Figure 1. Congestion heat map (run 1).
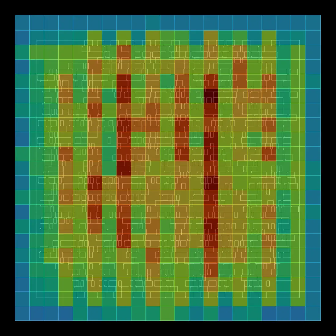
Figure 2. Gate-type map (run 1).
Scale: 2 px per um.
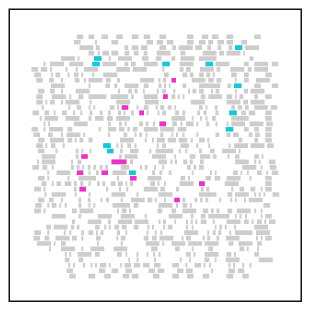
Figure 3. Met1 routing (run 1).
Scale: 2 px per um.
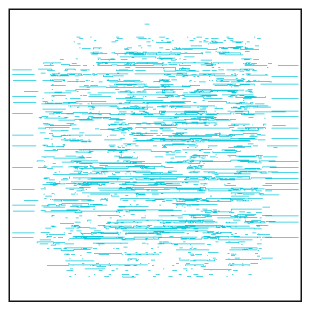
Figure 4. Zoomed window (run 1).
Window x 96 to 121, y 96 to 121 um. Cells in grey, sequential cells in the stronger grey; small squares are vias.
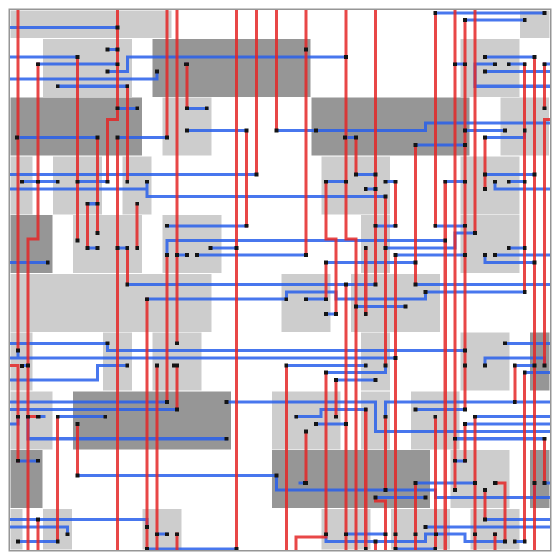
## src/rtl/digit_serial_subtractor_pkg.sv

```systemverilog
// Shared constants and FSM state type for the digit-serial arithmetic blocks.
package digit_serial_subtractor_pkg;

  localparam int DIGIT_WIDTH = 4;

  typedef enum logic [1:0] {
    IDLE = 2'd0,
    RUN  = 2'd1,
    DONE = 2'd2
  } state_t;

endpackage

```

## src/rtl/digit_serial_subtractor_sub4bit.sv

```systemverilog
// Combinational one-digit subtractor with borrow-in/borrow-out; mirror of adder4bit.
module sub4bit
  import digit_serial_subtractor_pkg::*;
(
  input  logic [DIGIT_WIDTH-1:0] in1,
  input  logic [DIGIT_WIDTH-1:0] in2,
  input  logic                   bin,
  output logic [DIGIT_WIDTH-1:0] out,
  output logic                   bout
);

  logic [DIGIT_WIDTH:0] diff;

  // The extra top bit of the widened difference goes high exactly when the digit underflows.
  assign diff = {1'b0, in1} - {1'b0, in2} - {{DIGIT_WIDTH{1'b0}}, bin};
  assign out  = diff[DIGIT_WIDTH-1:0];
  assign bout = diff[DIGIT_WIDTH];

endmodule

```

## src/rtl/digit_serial_subtractor.sv

```systemverilog
// Multi-cycle subtractor: out = in1 - in2 - bin, one 4-bit digit per clock with a
// registered borrow, valid/ready on both sides and one operation in flight.
module digit_serial_subtractor
  import digit_serial_subtractor_pkg::*;
#(
  parameter int NUM_WIDTH_LENGTH = 32
) (
  input  logic                        clk,
  input  logic                        rst_n,
  input  logic                        in_valid,
  output logic                        in_ready,
  input  logic [NUM_WIDTH_LENGTH-1:0] in1,
  input  logic [NUM_WIDTH_LENGTH-1:0] in2,
  input  logic                        bin,
  output logic                        out_valid,
  input  logic                        out_ready,
  output logic [NUM_WIDTH_LENGTH-1:0] out,
  output logic                        bout
);

  localparam int NDIG  = NUM_WIDTH_LENGTH / DIGIT_WIDTH;
  localparam int CNT_W = (NDIG > 1) ? $clog2(NDIG) : 1;
  localparam logic [CNT_W-1:0] LAST_DIG = CNT_W'(NDIG - 1);

  if ((NUM_WIDTH_LENGTH % DIGIT_WIDTH) != 0 || NUM_WIDTH_LENGTH < 8) begin : g_bad_width
    $error("digit_serial_subtractor: NUM_WIDTH_LENGTH must be a multiple of 4 and at least 8");
  end

  state_t                      state_q, state_d;
  logic [CNT_W-1:0]            cnt_q, cnt_d;
  logic                        borrow_q, borrow_d;
  logic [NUM_WIDTH_LENGTH-1:0] in1_q, in1_d;
  logic [NUM_WIDTH_LENGTH-1:0] in2_q, in2_d;
  logic [NUM_WIDTH_LENGTH-1:0] out_q, out_d;
  logic                        bout_q, bout_d;
  logic                        in_ready_q, in_ready_d;
  logic                        out_valid_q, out_valid_d;

  logic [DIGIT_WIDTH-1:0] dig_a, dig_b, dig_r;
  logic                   dig_bout;

  always_comb begin
    dig_a = '0;
    dig_b = '0;
    for (int d = 0; d < NDIG; d++) begin
      if (cnt_q == CNT_W'(d)) begin
        dig_a = in1_q[d*DIGIT_WIDTH +: DIGIT_WIDTH];
        dig_b = in2_q[d*DIGIT_WIDTH +: DIGIT_WIDTH];
      end
    end
  end

  sub4bit u_sub4bit (
    .in1  (dig_a),
    .in2  (dig_b),
    .bin  (borrow_q),
    .out  (dig_r),
    .bout (dig_bout)
  );

  always_comb begin
    state_d  = state_q;
    cnt_d    = cnt_q;
    borrow_d = borrow_q;
    in1_d    = in1_q;
    in2_d    = in2_q;
    out_d    = out_q;
    bout_d   = bout_q;
    case (state_q)
      IDLE: begin
        if (in_valid && in_ready_q) begin
          in1_d    = in1;
          in2_d    = in2;
          borrow_d = bin;
          cnt_d    = '0;
          out_d    = '0;
          bout_d   = 1'b0;
          state_d  = RUN;
        end
      end
      RUN: begin
        for (int d = 0; d < NDIG; d++) begin
          if (cnt_q == CNT_W'(d)) begin
            out_d[d*DIGIT_WIDTH +: DIGIT_WIDTH] = dig_r;
          end
        end
        borrow_d = dig_bout;
        cnt_d    = cnt_q + 1'b1;
        if (cnt_q == LAST_DIG) begin
          bout_d  = dig_bout;
          state_d = DONE;
        end
      end
      DONE: begin
        if (out_ready) begin
          state_d = IDLE;
          cnt_d   = '0;
        end
      end
      default: state_d = IDLE;
    endcase
    // Handshake flags are decoded from the next state so they stay purely registered outputs.
    in_ready_d  = (state_d == IDLE);
    out_valid_d = (state_d == DONE);
  end

  always_ff @(posedge clk) begin
    if (!rst_n) begin
      state_q     <= IDLE;
      cnt_q       <= '0;
      borrow_q    <= 1'b0;
      in1_q       <= '0;
      in2_q       <= '0;
      out_q       <= '0;
      bout_q      <= 1'b0;
      in_ready_q  <= 1'b1;
      out_valid_q <= 1'b0;
    end else begin
      state_q     <= state_d;
      cnt_q       <= cnt_d;
      borrow_q    <= borrow_d;
      in1_q       <= in1_d;
      in2_q       <= in2_d;
      out_q       <= out_d;
      bout_q      <= bout_d;
      in_ready_q  <= in_ready_d;
      out_valid_q <= out_valid_d;
    end
  end

  assign in_ready  = in_ready_q;
  assign out_valid = out_valid_q;
  assign out       = out_q;
  assign bout      = bout_q;

endmodule
```

## config.mk

```make
export PLATFORM = sky130hd
export DESIGN_NAME = digit_serial_subtractor
export DESIGN_NICKNAME = d
export VERILOG_FILES = /design/src/rtl/digit_serial_subtractor_pkg.sv /design/src/rtl/digit_serial_subtractor_sub4bit.sv /design/src/rtl/digit_serial_subtractor.sv
export SDC_FILE = /design/constraint.sdc
export NUM_CORES = 1
export LEC_CHECK = 0
export CAP_MARGIN = 20
export CELL_PAD_IN_SITES_DETAIL_PLACEMENT = 1
export CELL_PAD_IN_SITES_GLOBAL_PLACEMENT = 2
export CORE_MARGIN = 10
export CORE_UTILIZATION = 32
export CTS_CLUSTER_SIZE = 8
export DETAILED_ROUTE_END_ITERATION = 12
export GPL_TIMING_DRIVEN = 0
export PLACE_DENSITY_LB_ADDON = 0.1
export SYNTH_ARGS = -nofsm -noshare
export SYNTH_HDL_FRONTEND = slang
export SYNTH_SLANG_ARGS = --single-unit
```

## constraint.sdc

```tcl
create_clock -name clk -period 6.5 [get_ports clk]
set_input_delay 1.3 -clock clk [delete_from_list [all_inputs] [get_ports clk]]
set_output_delay 1.3 -clock clk [all_outputs]
set_load 0.02 [all_outputs]
```

==> Table 3: Implementation characteristics, run 1 <==
Summary of implementation characteristics

Parameter                              Value

Final timing
  Final cycle utilization of the critical path .................. 75.71%
  Hold Worst Slack .................. 466.4 ps
  Worst Tran Pin Value .................. 905.8 ps
  Skew final .................. 6.066 ps
  Final worst setup slack .................. 1579 ps
  Max-slew headroom at the worst pin .................. 39.39%
  Final number of hold-violating endpoints .................. 0

Detailed routing
  Initial DRC count .................. 222
  Detailed-route DRC error count .................. 0
  Amount of wire on met2 after detailed routing .................. 8710 um
  Met3 WL .................. 516 um
  Total iterations of the first detailed-routing run .................. 4

Synth
  Synthesized instance count .................. 622
  Commonest cells post-synth .................. 170 x sky130_fd_sc_hd__nand2_1, 105 x sky130_fd_sc_hd__dfxtp_1, 68 x sky130_fd_sc_hd__a21boi_0, 38 x sky130_fd_sc_hd__clkbuf_1, 36 x sky130_fd_sc_hd__nor2b_1
  Chip area line of the yosys report .................. 0.005025 mm^2
  Largest area contributor in the netlist .................. sky130_fd_sc_hd__dfxtp_1
  Total nets after synthesis .................. 703
  Register area share after synthesis .................. 41.83%
  Synth cell types .................. 45
  Netlist Area Pre-Place .................. 0.005025 mm^2
  Post-synth regs .................. 105
  Share of synthesized registers carrying an async set or reset .................. 0%
  Total number of yosys warnings .................. 0
  Aoi share .................. 25.97%
  XOR/XNOR Area Share .................. 0.1743%
  Simple-Gate Fraction of Synth Area .................. 21.81%
  Post-synth tally of flip-flops with integrated enable .................. 0
  Prevailing logic family in the synthesized netlist .................. AND-OR/OR-AND gates

Clock tree
  Clock Latency Late Sink .................. 360 ps
  Clock root cell .................. sky130_fd_sc_hd__clkbuf_16
  Post-CTS setup buffer count .................. 0
  Total number of clock tree sinks .................. 105
  Hold_buf cts .................. 0
  Number of H-tree branching levels .................. 3
  Buffers from clock root to sink, at most .................. 2
  CTS clock-pin slew for the worst setup and hold paths .................. 70 ps

Finish
  Sequential cell count of the final layout .................. 105
  Signal buffers .................. 148
  Combinational gates .................. 459
  Filler Cells Inserted .................. 1891
  Sequential fraction of total cell area .................. 31.66%
  Non-Filler Cell Area, Final .................. 0.006640 mm^2
  Sequential cell area .................. 0.002102 mm^2
  Area fraction of clock buffers and clock inverters .................. 4.711%
  Count of clock buffers in the final design .................. 11
  Number of diodes .................. 0
  Combinational cell area excluding buffers and inverters .................. 0.002696 mm^2
  Fraction of final layout cells with drive strength greater than 1 .................. 5.526%

Floorplanning
  FP Rows .................. 45
  Floorplan die width .................. 145.3 um
  Floorplan die area .................. 0.02112 mm^2
  Total number of tap cells .................. 211
  Core Area .................. 0.01531 mm^2

Place
  Port-buffer cells .................. 103
  Pre-CTS setup slack .................. 1534 ps
  Half-perimeter wire length of the detailed placement result .................. 13470 um
  Final Wtd Congestion .................. 0.8311

Global routing
  Vias in the first global route .................. 5135
  First-pass GRT wire length .................. 27850 um
  All-layer global routing usage .................. 16.47%
  GRT overflow .................. 0

Setup path
  Reg2reg path depth .................. 16
  Number of buffers and inverters on the critical path .................. 4
  Cell family with most CP delay .................. AND-OR/OR-AND gates
  Worst Path Required .................. 6790 ps
  Worst r2r src .................. cnt_q[0]
  Cell Chain, Critical Path .................. inv_1 > ha_1 > clkbuf_1 > clkbuf_1 > buf_1 > a21oi_1 > a21oi_1 > nor3_1 > o22ai_1 > o21ai_0 > fa_1 > fa_1 > or2_2 > a21oi_1 > a22oi_1 > nor2b_1
  Critical path class .................. flop to flop
  Worst setup startpoint .................. cnt_q[0]
  R2r endpoint .................. out[6]
  Slowest cell on the critical path .................. sky130_fd_sc_hd__a21oi_1
  Max stage delay on crit path .................. 700 ps
  Type of destination of the critical path .................. flop
  Library cell appearing most often on the critical path .................. sky130_fd_sc_hd__a21oi_1
  Biggest fanout along the worst timing path .................. 10

Run status
  Outcome .................. complete, no violations

Power and ir drop
  Sequential cell fraction of total power .................. 43.8%
  Clock share of power .................. 36.0%
  Main power-consuming group .................. registers
  Clock-net power .................. 0.584 mW
  Worst vdd rail ir drop .................. 138.1 uV
  Switching Power .................. 0.4615 mW
  Total chip power .................. 1.622 mW
  Sequential power .................. 0.711 mW
  Leakage power figure .................. 2.358 nW
  Power of the combinational group .................. 0.327 mW

Worst hold path
  Min-Delay Path Class .................. flop to flop
  Launch instance of the worst min-delay path .................. in1_q[27]
  Worst hold endpoint .................. in1_q[27]
-- Figure 1 (at the start) --
final core utilization: 43.36%
met3 Resource Use GR: 3.260%

-- Figure 2 (at the start) --
[magenta] non-inverting ao/oa cells | cells: 13 | where: centre
[cyan] mux cells | cells: 11
multi-input logic portion of the cell area: 40.61%
most frequently placed logic cell in the final layout: sky130_fd_sc_hd__nand2_1
non-filler cells, final: 953

-- Figure 3 (at the start) --
wire length on this layer: 7870 um
longest straight run: 61.2 um
main direction: horizontal
nets with wire on the layer: 761
share of all routed wire: 45%
vias after detailed routing: 4712
GR met1 Demand/Resource: 19.84%
Final Routed Wirelength: 17400 um

-- Figure 4 (at the start) --
[blue] M1
[red] M2
cells with their middle in the window: 34
netlist names of flops here include: out (5)
sequential cells in the window: 5
most frequent: nor2b_1 (8), a22oi_1 (7), dfxtp_1 (5)

--- run 2 (diff from run 1) ---
Settings changed: CORE_UTILIZATION 32 to 27.
Clock period 6.5 ns to 4.4 ns, I/O delays scaled along.
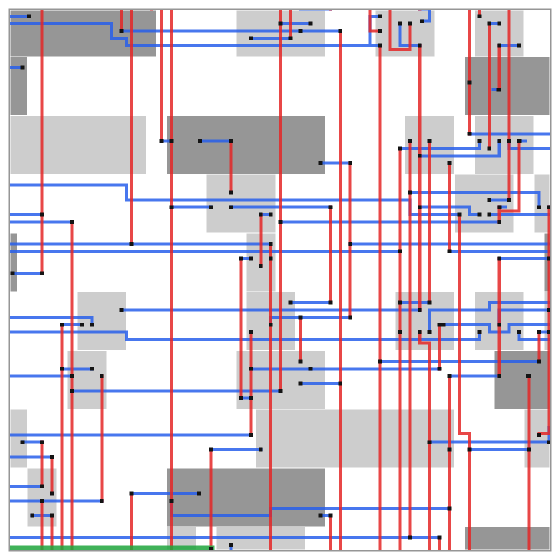
Figure 5: run 2, zoomed window.
Window x 105 to 130, y 105 to 130 um. Cells in grey, sequential cells in the stronger grey; small squares are vias.
[blue] M1
[red] M2
[green] M3
sequential cells in the window: 4
cells with their middle in the window: 22
most frequent: a22oi_1 (4), nor2b_1 (4), dfxtp_1 (4)
netlist names of flops here include: out (4)

==> run 2 against run 1 <==
- flip-flop count unchanged
- clock skew rose by 3.2 ps
- combinational power up 54%
- power is 54% higher
- register-to-register slack got worse by 1400 ps
- worst setup slack worse by 1400 ps
- sequential share of layout area decreased by 0.44 points
- global-route usage fell by 1.6 points
- largest power group unchanged
- die area rose by 16%
- hold slack improved by 1.7 ps
- critical path depth shrank 1
==> Table 3: Implementation characteristics, run 2 <==
Summary of implementation characteristics

Parameter                              Value

Setup path
  Biggest fanout along the worst timing path .................. 10 (unchanged)
  Number of buffers and inverters on the critical path .................. 5 (+1)
  Worst setup startpoint .................. cnt_q[2]
  Worst Path Required .................. 4690 ps (-2100 ps)
  Cell family with most CP delay .................. adder cells
  Slowest cell on the critical path .................. sky130_fd_sc_hd__fa_1
  Worst r2r src .................. cnt_q[2]

Detailed routing
  Initial DRC count .................. 220 (-0.90%)
  Detailed-route DRC error count .................. 0 (unchanged)
  Final Routed Wirelength .................. 18080 um (+3.9%)
  Total iterations of the first detailed-routing run .................. 4 (unchanged)

Synth
  Commonest cells post-synth .................. 170 x sky130_fd_sc_hd__nand2_1, 105 x sky130_fd_sc_hd__dfxtp_1, 68 x sky130_fd_sc_hd__a21boi_0, 38 x sky130_fd_sc_hd__clkbuf_1, 36 x sky130_fd_sc_hd__nor2b_1
  XOR/XNOR Area Share .................. 0.1743% (unchanged)
  Total nets after synthesis .................. 703 (unchanged)
  Register area share after synthesis .................. 41.83% (unchanged)
  Simple-Gate Fraction of Synth Area .................. 21.81% (unchanged)
  Chip area line of the yosys report .................. 0.005025 mm^2 (unchanged)
  Aoi share .................. 25.97% (unchanged)
  Prevailing logic family in the synthesized netlist .................. AND-OR/OR-AND gates

Clock tree
  Total number of clock tree sinks .................. 105 (unchanged)
  Clock root cell .................. sky130_fd_sc_hd__clkbuf_16
  Hold_buf cts .................. 0 (unchanged)
  CTS clock-pin slew for the worst setup and hold paths .................. 70 ps (about the same)
  Clock Latency Late Sink .................. 360 ps (about the same)

Run status
  Outcome .................. complete, no violations

Final timing
  Skew final .................. 9.273 ps (+3.206 ps)
  Worst Tran Pin Value .................. 781.8 ps (-124.0 ps)
  Max-slew headroom at the worst pin .................. 47.69% (+8.3 points)
  Hold Worst Slack .................. 468.1 ps (+1.736 ps)
  Final worst setup slack .................. 220.0 ps (-1359 ps)
  Final cycle utilization of the critical path .................. 95.00% (+19 points)
  Final number of hold-violating endpoints .................. 0 (unchanged)

Power and ir drop
  Worst vdd rail ir drop .................. 202.1 uV (+46%)
  Total chip power .................. 2.491 mW (+54%)
  Leakage power figure .................. 2.395 nW (+1.6%)

Finish
  Fraction of final layout cells with drive strength greater than 1 .................. 6.613% (+1.1 points)
  Area fraction of clock buffers and clock inverters .................. 5.111% (+0.40 points)
  Signal buffers .................. 147 (-0.68%)
  Filler Cells Inserted .................. 2184 (+15%)
  Multi-input logic portion of the cell area .................. 40.42% (-0.19 points)
  Sequential cell count of the final layout .................. 105 (unchanged)
  Count of clock buffers in the final design .................. 10 (-1)

Place
  Port-buffer cells .................. 103 (unchanged)

Worst hold path
  Launch instance of the worst min-delay path .................. in2_q[8]

Global routing
  Vias in the first global route .................. 5232 (+1.9%)
  Met3 Resource Use GR .................. 3.755% (+0.50 points)

Floorplanning
  Floorplan die area .................. 0.02447 mm^2 (+16%)
  Core Area .................. 0.01815 mm^2 (+18%)
  Floorplan die width .................. 156.4 um (+7.6%)
--- run 3 (diff from run 2) ---
Settings changed: CAP_MARGIN 20 to unset, SLEW_MARGIN set to 20.
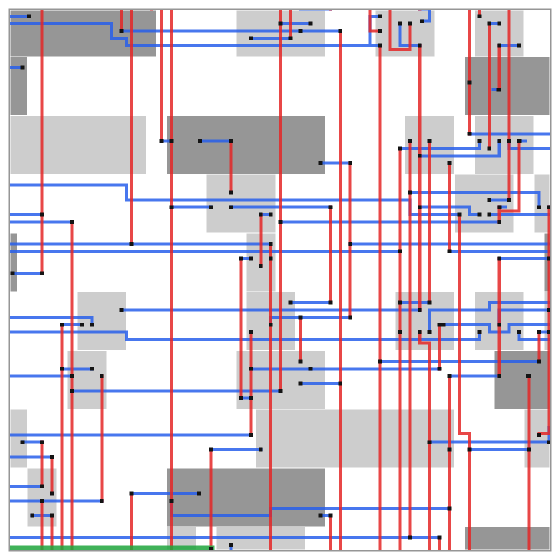
Figure 6: run 3, zoomed window.
Window x 105 to 130, y 105 to 130 um. Cells in grey, sequential cells in the stronger grey; small squares are vias.

==> run 3 against run 2 <==
- hold slack is the same
- final area is the same
- core utilization is the same
- register-to-register slack is essentially flat
- synthesized cell count is the same
- flip-flop count is the same
- maximum frequency is the same
- sequential power is essentially flat
- die area is the same
- largest power group unchanged
- highest routed layer unchanged
==> Table 3: Implementation characteristics, run 3 <==
Summary of implementation characteristics

Parameter                              Value

Clock tree
  Total number of clock tree sinks .................. 105 (unchanged)
  Clock Latency Late Sink .................. 360 ps (about the same)
  CTS-repair resized insts .................. 7
  CTS clock-pin slew for the worst setup and hold paths .................. 70 ps (about the same)
  Clock root cell .................. sky130_fd_sc_hd__clkbuf_16
  Hold_buf cts .................. 0 (unchanged)

Synth
  Avg Inst Size Synth .................. 8.078 um^2
  Simple-Gate Fraction of Synth Area .................. 21.81% (unchanged)
  Ys cells .................. 622
  Total nets after synthesis .................. 703 (unchanged)
  Aoi share .................. 25.97% (unchanged)
  XOR/XNOR Area Share .................. 0.1743% (unchanged)
  Chip area line of the yosys report .................. 0.005025 mm^2 (unchanged)
  Total number of yosys warnings .................. 0
  Prevailing logic family in the synthesized netlist .................. AND-OR/OR-AND gates
  Register area share after synthesis .................. 41.83% (unchanged)
  Commonest cells post-synth .................. 170 x sky130_fd_sc_hd__nand2_1, 105 x sky130_fd_sc_hd__dfxtp_1, 68 x sky130_fd_sc_hd__a21boi_0, 38 x sky130_fd_sc_hd__clkbuf_1, 36 x sky130_fd_sc_hd__nor2b_1

Detailed routing
  Total iterations of the first detailed-routing run .................. 4 (unchanged)
  Detailed-route DRC error count .................. 0 (unchanged)
  Amount of wire on met2 after detailed routing .................. 8676 um
  Met3 WL .................. 870 um
  Final Routed Wirelength .................. 18080 um (unchanged)
  Initial DRC count .................. 220 (unchanged)

Job
  Log Warnings .................. 30

Final timing
  Max-slew headroom at the worst pin .................. 47.69% (unchanged)
  Final worst setup slack .................. 220.0 ps (unchanged)
  Final number of hold-violating endpoints .................. 0 (unchanged)
  Skew final .................. 9.273 ps (unchanged)
  Hold Worst Slack .................. 468.1 ps (unchanged)
  Worst Tran Pin Value .................. 781.8 ps (unchanged)
  Final cycle utilization of the critical path .................. 95.00% (unchanged)

Place
  Total cell area at the placement stage .................. 0.006342 mm^2
  Port-buffer cells .................. 103 (unchanged)
  Pre-CTS setup slack .................. -723.4 ps
  Half-perimeter wire length of the detailed placement result .................. 14260 um

Global routing
  GR met1 Demand/Resource .................. 17.58%
  Global routing met2 resource utilization .................. 25.35%
  First-pass GRT wire length .................. 28660 um
  Vias in the first global route .................. 5232 (unchanged)
  Met3 Resource Use GR .................. 3.755% (unchanged)

Finish
  Multi-input logic portion of the cell area .................. 40.42% (unchanged)
  Fraction of final layout cells with drive strength greater than 1 .................. 6.613% (unchanged)
  Filler Cells Inserted .................. 2184 (unchanged)
  Sequential cell count of the final layout .................. 105 (unchanged)
  Count of clock buffers in the final design .................. 10 (unchanged)
  Area fraction of clock buffers and clock inverters .................. 5.111% (unchanged)
  Signal buffers .................. 147 (unchanged)

Power and ir drop
  Leakage power figure .................. 2.395 nW (unchanged)
  Total chip power .................. 2.491 mW (unchanged)
  Worst vdd rail ir drop .................. 202.1 uV (unchanged)
  Clock share of power .................. 37.6%

Setup path
  Library cell appearing most often on the critical path .................. sky130_fd_sc_hd__fa_1
  Worst r2r src .................. cnt_q[2]
  Worst Path Required .................. 4690 ps (about the same)
  Number of buffers and inverters on the critical path .................. 5 (unchanged)
  Biggest fanout along the worst timing path .................. 10 (unchanged)
  Slowest cell on the critical path .................. sky130_fd_sc_hd__fa_1
  Worst setup startpoint .................. cnt_q[2]
  Cell family with most CP delay .................. adder cells

Worst hold path
  Worst hold endpoint .................. in2_q[8]
  Launch instance of the worst min-delay path .................. in2_q[8]

Run status
  Outcome .................. complete, no violations

Floorplanning
  Floorplan die width .................. 156.4 um (unchanged)
  Core Area .................. 0.01815 mm^2 (unchanged)
  Floorplan die area .................. 0.02447 mm^2 (unchanged)
Power is estimated from default activity; no workload was simulated.
